**src/rtl/piso_serializer_if.sv**
```systemverilog
// rtl/piso_serializer_if.sv - load handshake and serial output bundle for piso_serializer
interface piso_serializer_if #(
  parameter int WIDTH = 3
);
  logic [WIDTH-1:0] d;
  logic             load_valid;
  logic             load_ready;
  logic             so;
  logic             so_valid;
  logic             busy;
  logic             done;

  modport master (
    output d, load_valid,
    input  load_ready, so, so_valid, busy, done
  );

  modport slave (
    input  d, load_valid,
    output load_ready, so, so_valid, busy, done
  );
endinterface

```
**src/rtl/piso_serializer.sv**
```systemverilog
// rtl/piso_serializer.sv - parallel-in serial-out serializer with valid/ready load and framed serial output
// Optional even-parity trailer bit per frame when PISO_PARITY_EN is defined.
module piso_serializer #(
  parameter int WIDTH      = 3,
  parameter bit MSB_FIRST  = 1'b1,
  parameter bit IDLE_LEVEL = 1'b0
) (
  input  logic              clk,
  input  logic              rst_n,
  piso_serializer_if.slave  bus
);
  localparam int            CW   = $clog2(WIDTH + 1);
  localparam logic [CW-1:0] LAST = CW'(WIDTH - 1);

`ifdef PISO_PARITY_EN
  typedef enum logic [1:0] {IDLE, SHIFT, PARITY} state_t;
`else
  localparam logic [CW-1:0] LAST_M1 = CW'(WIDTH - 2);
  typedef enum logic [1:0] {IDLE, SHIFT} state_t;
`endif

  state_t           state, state_n;
  logic [WIDTH-1:0] sreg, sreg_n;
  logic [CW-1:0]    cnt, cnt_n;
  logic             so_r, so_n;
  logic             so_valid_r, so_valid_n;
  logic             busy_r, busy_n;
  logic             done_r, done_n;
  logic             accept;
`ifdef PISO_PARITY_EN
  logic             par, par_n;
`endif

  // sreg always holds the not-yet-sent bits aligned so first_bit() yields the next one
  function automatic logic first_bit(input logic [WIDTH-1:0] w);
    return MSB_FIRST ? w[WIDTH-1] : w[0];
  endfunction

  function automatic logic [WIDTH-1:0] advance(input logic [WIDTH-1:0] w);
    return MSB_FIRST ? (w << 1) : (w >> 1);
  endfunction

`ifdef PISO_PARITY_EN
  assign bus.load_ready = (state == IDLE) || (state == PARITY);
`else
  assign bus.load_ready = (state == IDLE) || ((state == SHIFT) && (cnt == LAST));
`endif

  assign accept       = bus.load_valid && bus.load_ready;
  assign bus.so       = so_r;
  assign bus.so_valid = so_valid_r;
  assign bus.busy     = busy_r;
  assign bus.done     = done_r;

  always_comb begin
    state_n    = state;
    sreg_n     = sreg;
    cnt_n      = cnt;
    so_n       = so_r;
    so_valid_n = so_valid_r;
    busy_n     = busy_r;
    done_n     = 1'b0;
`ifdef PISO_PARITY_EN
    par_n      = par;
`endif
    if (accept) begin
      // first bit goes out on the accepting edge, so a new frame abuts the previous one
      state_n    = SHIFT;
      sreg_n     = advance(bus.d);
      cnt_n      = '0;
      so_n       = first_bit(bus.d);
      so_valid_n = 1'b1;
      busy_n     = 1'b1;
`ifdef PISO_PARITY_EN
      par_n      = ^bus.d;
`endif
    end else begin
      case (state)
        SHIFT: begin
          if (cnt != LAST) begin
            so_n   = first_bit(sreg);
            sreg_n = advance(sreg);
            cnt_n  = cnt + 1'b1;
`ifndef PISO_PARITY_EN
            done_n = (cnt == LAST_M1);
`endif
          end else begin
`ifdef PISO_PARITY_EN
            state_n = PARITY;
            so_n    = par;
            cnt_n   = CW'(WIDTH);
            done_n  = 1'b1;
`else
            state_n    = IDLE;
            sreg_n     = '0;
            cnt_n      = '0;
            so_n       = IDLE_LEVEL;
            so_valid_n = 1'b0;
            busy_n     = 1'b0;
`endif
          end
        end
`ifdef PISO_PARITY_EN
        PARITY: begin
          state_n    = IDLE;
          sreg_n     = '0;
          cnt_n      = '0;
          so_n       = IDLE_LEVEL;
          so_valid_n = 1'b0;
          busy_n     = 1'b0;
        end
`endif
        default: begin
          state_n = IDLE;
        end
      endcase
    end
  end

  always_ff @(posedge clk or negedge rst_n) begin
    if (!rst_n) begin
      state      <= IDLE;
      sreg       <= '0;
      cnt        <= '0;
      so_r       <= IDLE_LEVEL;
      so_valid_r <= 1'b0;
      busy_r     <= 1'b0;
      done_r     <= 1'b0;
`ifdef PISO_PARITY_EN
      par        <= 1'b0;
`endif
    end else begin
      state      <= state_n;
      sreg       <= sreg_n;
      cnt        <= cnt_n;
      so_r       <= so_n;
      so_valid_r <= so_valid_n;
      busy_r     <= busy_n;
      done_r     <= done_n;
`ifdef PISO_PARITY_EN
      par        <= par_n;
`endif
    end
  end
endmodule

```
**src/flat_wrapper.sv**
```systemverilog
// flat-port wrapper written by rule: the top's interface ports become plain ports
module piso_serializer_flat 
#(
  parameter int WIDTH      = 3,
  parameter bit MSB_FIRST  = 1'b1,
  parameter bit IDLE_LEVEL = 1'b0
)
  (clk, rst_n, bus_d, bus_load_valid, bus_load_ready, bus_so, bus_so_valid, bus_busy, bus_done);
  piso_serializer_if #(.WIDTH(WIDTH)) bus_i ();
  input  logic clk;
  input  logic rst_n;
  input wire logic [$bits(bus_i.d)-1:0] bus_d;
  input wire logic [$bits(bus_i.load_valid)-1:0] bus_load_valid;
  output wire logic [$bits(bus_i.load_ready)-1:0] bus_load_ready;
  output wire logic [$bits(bus_i.so)-1:0] bus_so;
  output wire logic [$bits(bus_i.so_valid)-1:0] bus_so_valid;
  output wire logic [$bits(bus_i.busy)-1:0] bus_busy;
  output wire logic [$bits(bus_i.done)-1:0] bus_done;
  assign bus_i.d = bus_d;
  assign bus_i.load_valid = bus_load_valid;
  assign bus_load_ready = bus_i.load_ready;
  assign bus_so = bus_i.so;
  assign bus_so_valid = bus_i.so_valid;
  assign bus_busy = bus_i.busy;
  assign bus_done = bus_i.done;
  piso_serializer #(.WIDTH(WIDTH), .MSB_FIRST(MSB_FIRST), .IDLE_LEVEL(IDLE_LEVEL)) u_core (.clk(clk), .rst_n(rst_n), .bus(bus_i));
endmodule
```
**config.mk**
```make
export PLATFORM = sky130hd
export DESIGN_NAME = piso_serializer_flat
export DESIGN_NICKNAME = d
export VERILOG_FILES = /design/src/rtl/piso_serializer_if.sv /design/src/rtl/piso_serializer.sv /design/src/flat_wrapper.sv
export SDC_FILE = /design/constraint.sdc
export NUM_CORES = 1
export LEC_CHECK = 0
export CORE_AREA = 2 2 39 41
export DETAILED_ROUTE_END_ITERATION = 8
export DIE_AREA = 0 0 41 43
export GPL_TIMING_DRIVEN = 1
export PLACE_DENSITY = 0.59
export SYNTH_ARGS = -nofsm -noshare
export SYNTH_HDL_FRONTEND = slang
export SYNTH_SLANG_ARGS = --single-unit
```
**constraint.sdc**
```tcl
create_clock -name clk -period 1.5 [get_ports clk]
set_clock_uncertainty 0.1 [all_clocks]
set_input_delay 0.225 -clock clk [delete_from_list [all_inputs] [get_ports clk]]
set_output_delay 0.225 -clock clk [all_outputs]
set_load 0.01 [all_outputs]
```
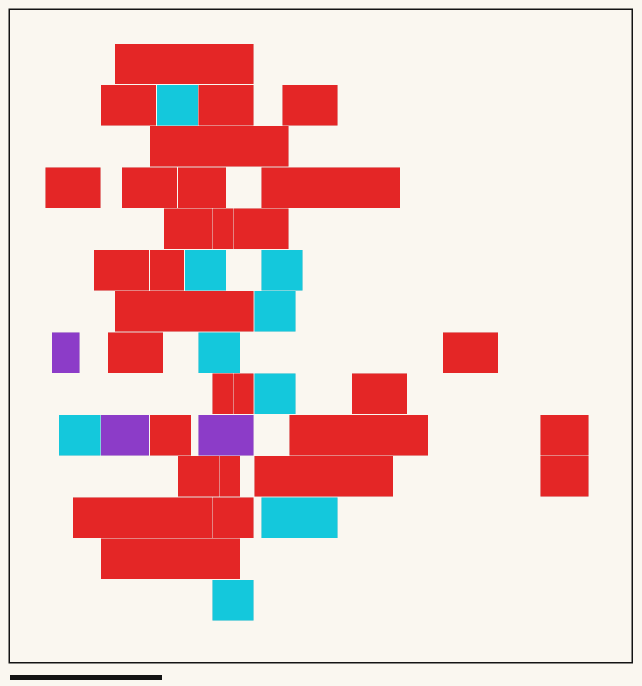
*Sizing map*
The bar under the picture is 10 um long.
| size | color | cells | share |
|---|---|---|---|
| drive 2 | purple | 3 | 7.1% |
| drive 1 or less | red | 30 | 71% |
| drive 3 to 4 | cyan | 9 | 21% |
bufs w/o clock: 15
Final WS setup: 0.0404 ns
Non-Filler Cell Area, Final: 497 um2
signed area change from the synthesized netlist to the final layout: 49.8%

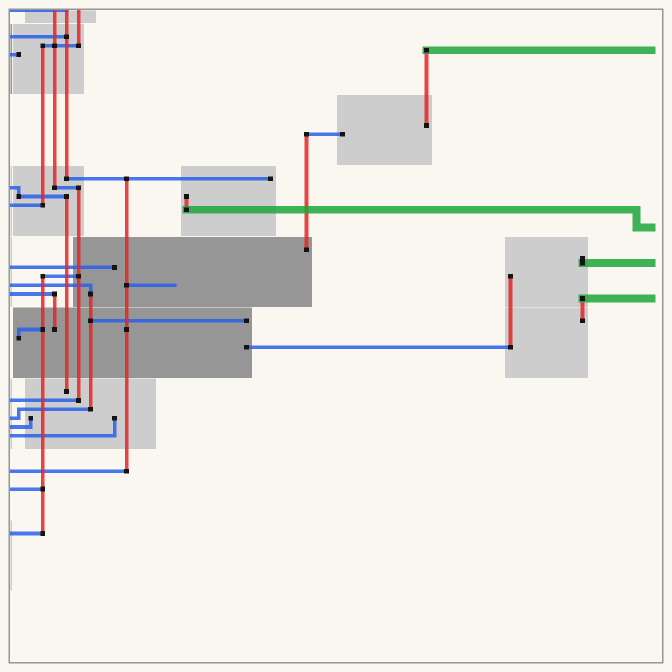
*Close-up of the layout*
Window x 16 to 41, y 0 to 25 um. Cells in gray, sequential cells in the stronger gray; small squares are vias.
| layer | color |
|---|---|
| met2 | red |
| met1 | blue |
| met3 | green |
netlist names of flops here include: u_core.bus.done (1), u_core.bus.so_valid (1)
cells with their middle in the window: 9
sequential cells in the window: 2

==> design notes <==
The logs give 0.435 for the power share of the combinational group and 0 for the final hold violation count. Global routing finished with a remaining overflow of 0. On the reported timing paths, the clock transition at the registers reads 0.05 ns. The run gives 0.327 for the proportion of total power due to net switching. The logs give 9 for the maximum number of pins on one net before global-route repair and 1 for the deepest level of the CTS H-tree. The clock reaches the later pin of the worst-skew pair after 0.26 ns. The number of buffers created by CTS was 3; the count of buffering cells on the critical path with inverters included was 1.

The analysis attributes to cell leakage a power of 0.234 nW. After detailed placement, the total cell area comes to 482 um2. Synthesis inferred 8 register bits.

TritonCTS built the clock tree. In the Yosys stats the netlist draws on 14 distinct library cells. The report shows a maximum critical-path fanout of 2.

The number of primary I/O pins came out at 11. The post-synth count of flops with an enable pin is 0. The flow reports an fmax of 685 MHz. The logs give 0.240 for the initial core utilization and 0.306 mW for the net switching power figure. Hold repair after CTS inserted 0 buffers. For the diode insertion count for antenna repair, the log shows 0. The main area contributors are dfrtp_1, a32o_1, a31o_1. The design draws 0.936 mW. During synthesis, Yosys emitted a total of 0 warnings. Looking at the cell usage after synthesis, the top flip-flop cell is dfrtp_1.

TritonCTS reports the number of clock sinks as 8. For the number of endpoints failing setup at the final stage, the log shows 0. The routed layout reports a DRC error count of 0.

The tightest hold path in the finished design has a slack of 0.150 ns. Among all stages on the critical path, the largest delay is contributed by clkdlybuf4s50_1. The tools report the data arrival time of the critical path as 1.13 ns. After detailed routing, no signal wire sits above met4.

In the routed layout, each cell is associated on average with a via count of 4.98. The critical path goes through clkdlybuf4s50_1. The dominant cell type by area after synthesis was dfrtp_1. In the detailed route, the total length drawn on met3 is 69 um. The stat command in Yosys gives a chip area of 332 um2. RePlAce ended its routability-driven mode at a weighted congestion of 0.684. Dividing the synthesized area by the synthesized cell count gives 13.3 um2.

The tool warning count for the run is 26. The first global-routing pass estimated 1.28 mm of wire. The startpoint kind of the worst setup timing path was a flop. The floorplan row count is 14, and the number of buffers inserted by port buffering is 10. Max-cap violations in this run came to 0.

The largest delay contributor family on the critical path is buffers and inverters. The synthesized netlist occupies a cell area of 332 um2. The met2 routed wirelength came out at 340 um. The number of iterations in the first detailed-routing pass is 2, and the vertical extent of the die is 43 um. Per STA, the highest per-stage delay on the worst path measures 0.53 ns. The type of the setup path with the least slack is reg2out. The total nets after synthesis was 31. The tools report the violation count after the first detailed-route iteration as 2. Setup repair after global routing left no endpoint under its margin. For the core area, the log shows 1380 um2. The logs give 0.630 mW for the cell-internal power and 25 for the yosys stat cell total. The worst VDD IR drop from the latest analysis is 0.000682 V. The synthesized instance count was 25. The ratio of cells with drive above 1 in the final layout works out to 0.286. The run finished with clean final reports. Area fraction of the dominant cell type after synthesis: 0.604. The commonest cells after synthesis are dfrtp_1, a32o_1, a31o_1, nand2_1. The share of async-settable or async-resettable flops after synthesis works out to 1.00. The type of destination of the critical path is an output port.

With the share of power burned in the clock network at 0.177, the number of slew-limit violations in the final report is 0. The most used standard cell by instance count after synthesis was dfrtp_1. The post-route minimum period was 1.46 ns; the proportion of synthesized chip area in sequential cells was 0.604. Per the CTS log, the buffer count on the longest clock path is 2. Adding up every negative setup slack in the final design gives 0 ns. The ratio of final minimum period to clock period is 0.973. The remaining antenna violation count after routing is 0, and the setup slack after placement is 0.0176 ns.

In this run the worst hold path is classified as in2async. For the number of global-route vias before repair, the log shows 314. The tools report the initial antenna violation count as 0. The cell area power density was 1880 nW/um2.

The net count of the finished layout was 50. The die is 41 um wide. The actual slew at the worst max-slew pin works out to 0.373 ns.

For the fraction of power consumed by sequential logic, the log shows 0.388. For the worst slew slack as a fraction of its limit, the log shows 0.751.
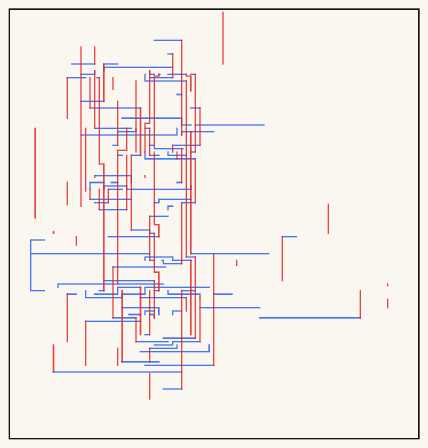
*Wiring by layer*
Only two layers are drawn.
| layer | color | wire length |
|---|---|---|
| met1 | blue | 305 um |
| met2 | red | 340 um |
GRT Util Overall: 0.114
average routed wire per standard cell: 12.8 um
total via count after detailed routing: 289
final WL: 743 um

[state kept, by name, indices dropped and copies added (netlist names)]
register             cells
u_core.bus.so            1
u_core.bus.done          1
u_core.cnt               2
u_core.bus.so_valid      1
u_core.sreg              2
u_core.state             1
[worst paths after layout]
path / cells past startpoint / endpoint / slack, ns / startpoint
worst max-delay path: 1 / bus_so / 0.04 / u_core.bus.so$_DFFE_PN0P_
worst min-delay path: 1 / u_core.state[0]$_DFFE_PN0P_ / 0.15 / rst_n
worst max register to register: 4 / u_core.bus.so$_DFFE_PN0P_ / 0.17 / u_core.cnt[0]$_DFFE_PN0P_
worst min register to register: 1 / u_core.sreg[1]$_DFFE_PN0P_ / 0.40 / u_core.sreg[1]$_DFFE_PN0P_
max in group asynchronous: 1 / u_core.cnt[1]$_DFFE_PN0P_ / 0.88 / rst_n
min in group clk: 1 / u_core.sreg[1]$_DFFE_PN0P_ / 0.40 / u_core.sreg[1]$_DFFE_PN0P_
[layout by cell type, fill, tap and decap left out]
cell / instances
o31ai_1: 1
nor3b_1: 1
clkbuf_4: 3
o21a_1: 1
nand2_1: 2
a32o_1: 3
o22a_2: 1
inv_1: 1
dlygate4sd2_1: 2
buf_4: 5
nor2_1: 1
a21o_2: 1
clkdlybuf4s50_1: 7
dfrtp_1: 8
clkbuf_2: 1
nand2b_1: 1
nand2b_4: 1
a31o_1: 2
[worst register-to-register path: cells and delay by family, from the launching register on]
family	cells	cell delay, ns
AND-OR/OR-AND	2	0.43
flip-flops	1	0.40
AND/OR/NAND/NOR	1	0.15
buffers and inverters	1	0.14
[metrics by stage]
step | utilization | cells
after floorplan | - | 25
after global placement | 0.348 | 55
after detailed placement | 0.348 | 55
after CTS | 0.362 | 58
after global routing | 0.359 | 58
final | 0.359 | 58
[logic make-up after synthesis]
group | share of synthesized area
flops | 0.604
simple gates | 0.117
compound gates | 0.245
buf+inv | 0.0340
[what timing repair did]
item,4_1_cts,5_1_grt
setup buffers,0,0
resized,3,2
endpoints found under the setup margin,3,1
[layer usage]
metal	track usage	vias up
li1	-	131
met1	0.114	142
met2	0.172	13
met3	0.0419	3
met4	0.100	0
met5	0	-
[power by group through the flow]
stage,clock (mW),sequential (mW),combinational (mW)
after global placement,0,0.361,0.430
final,0.165,0.363,0.408
after floorplan,0,0.378,0.201
after detailed placement,0,0.370,0.437
after global routing,0.183,0.375,0.451
after CTS,0.174,0.362,0.415
[area by class of cell]
type / count / area (um2)
Inverter: 1 / 3.75
Multi-Input combinational cell: 15 / 120
Sequential cell: 8 / 200
Tap cell: 16 / 20.0
Timing Repair Buffer: 15 / 130
Clock buffer: 3 / 22.5
Fill cell: 127 / 887
Power is estimated from default activity; no workload was simulated.
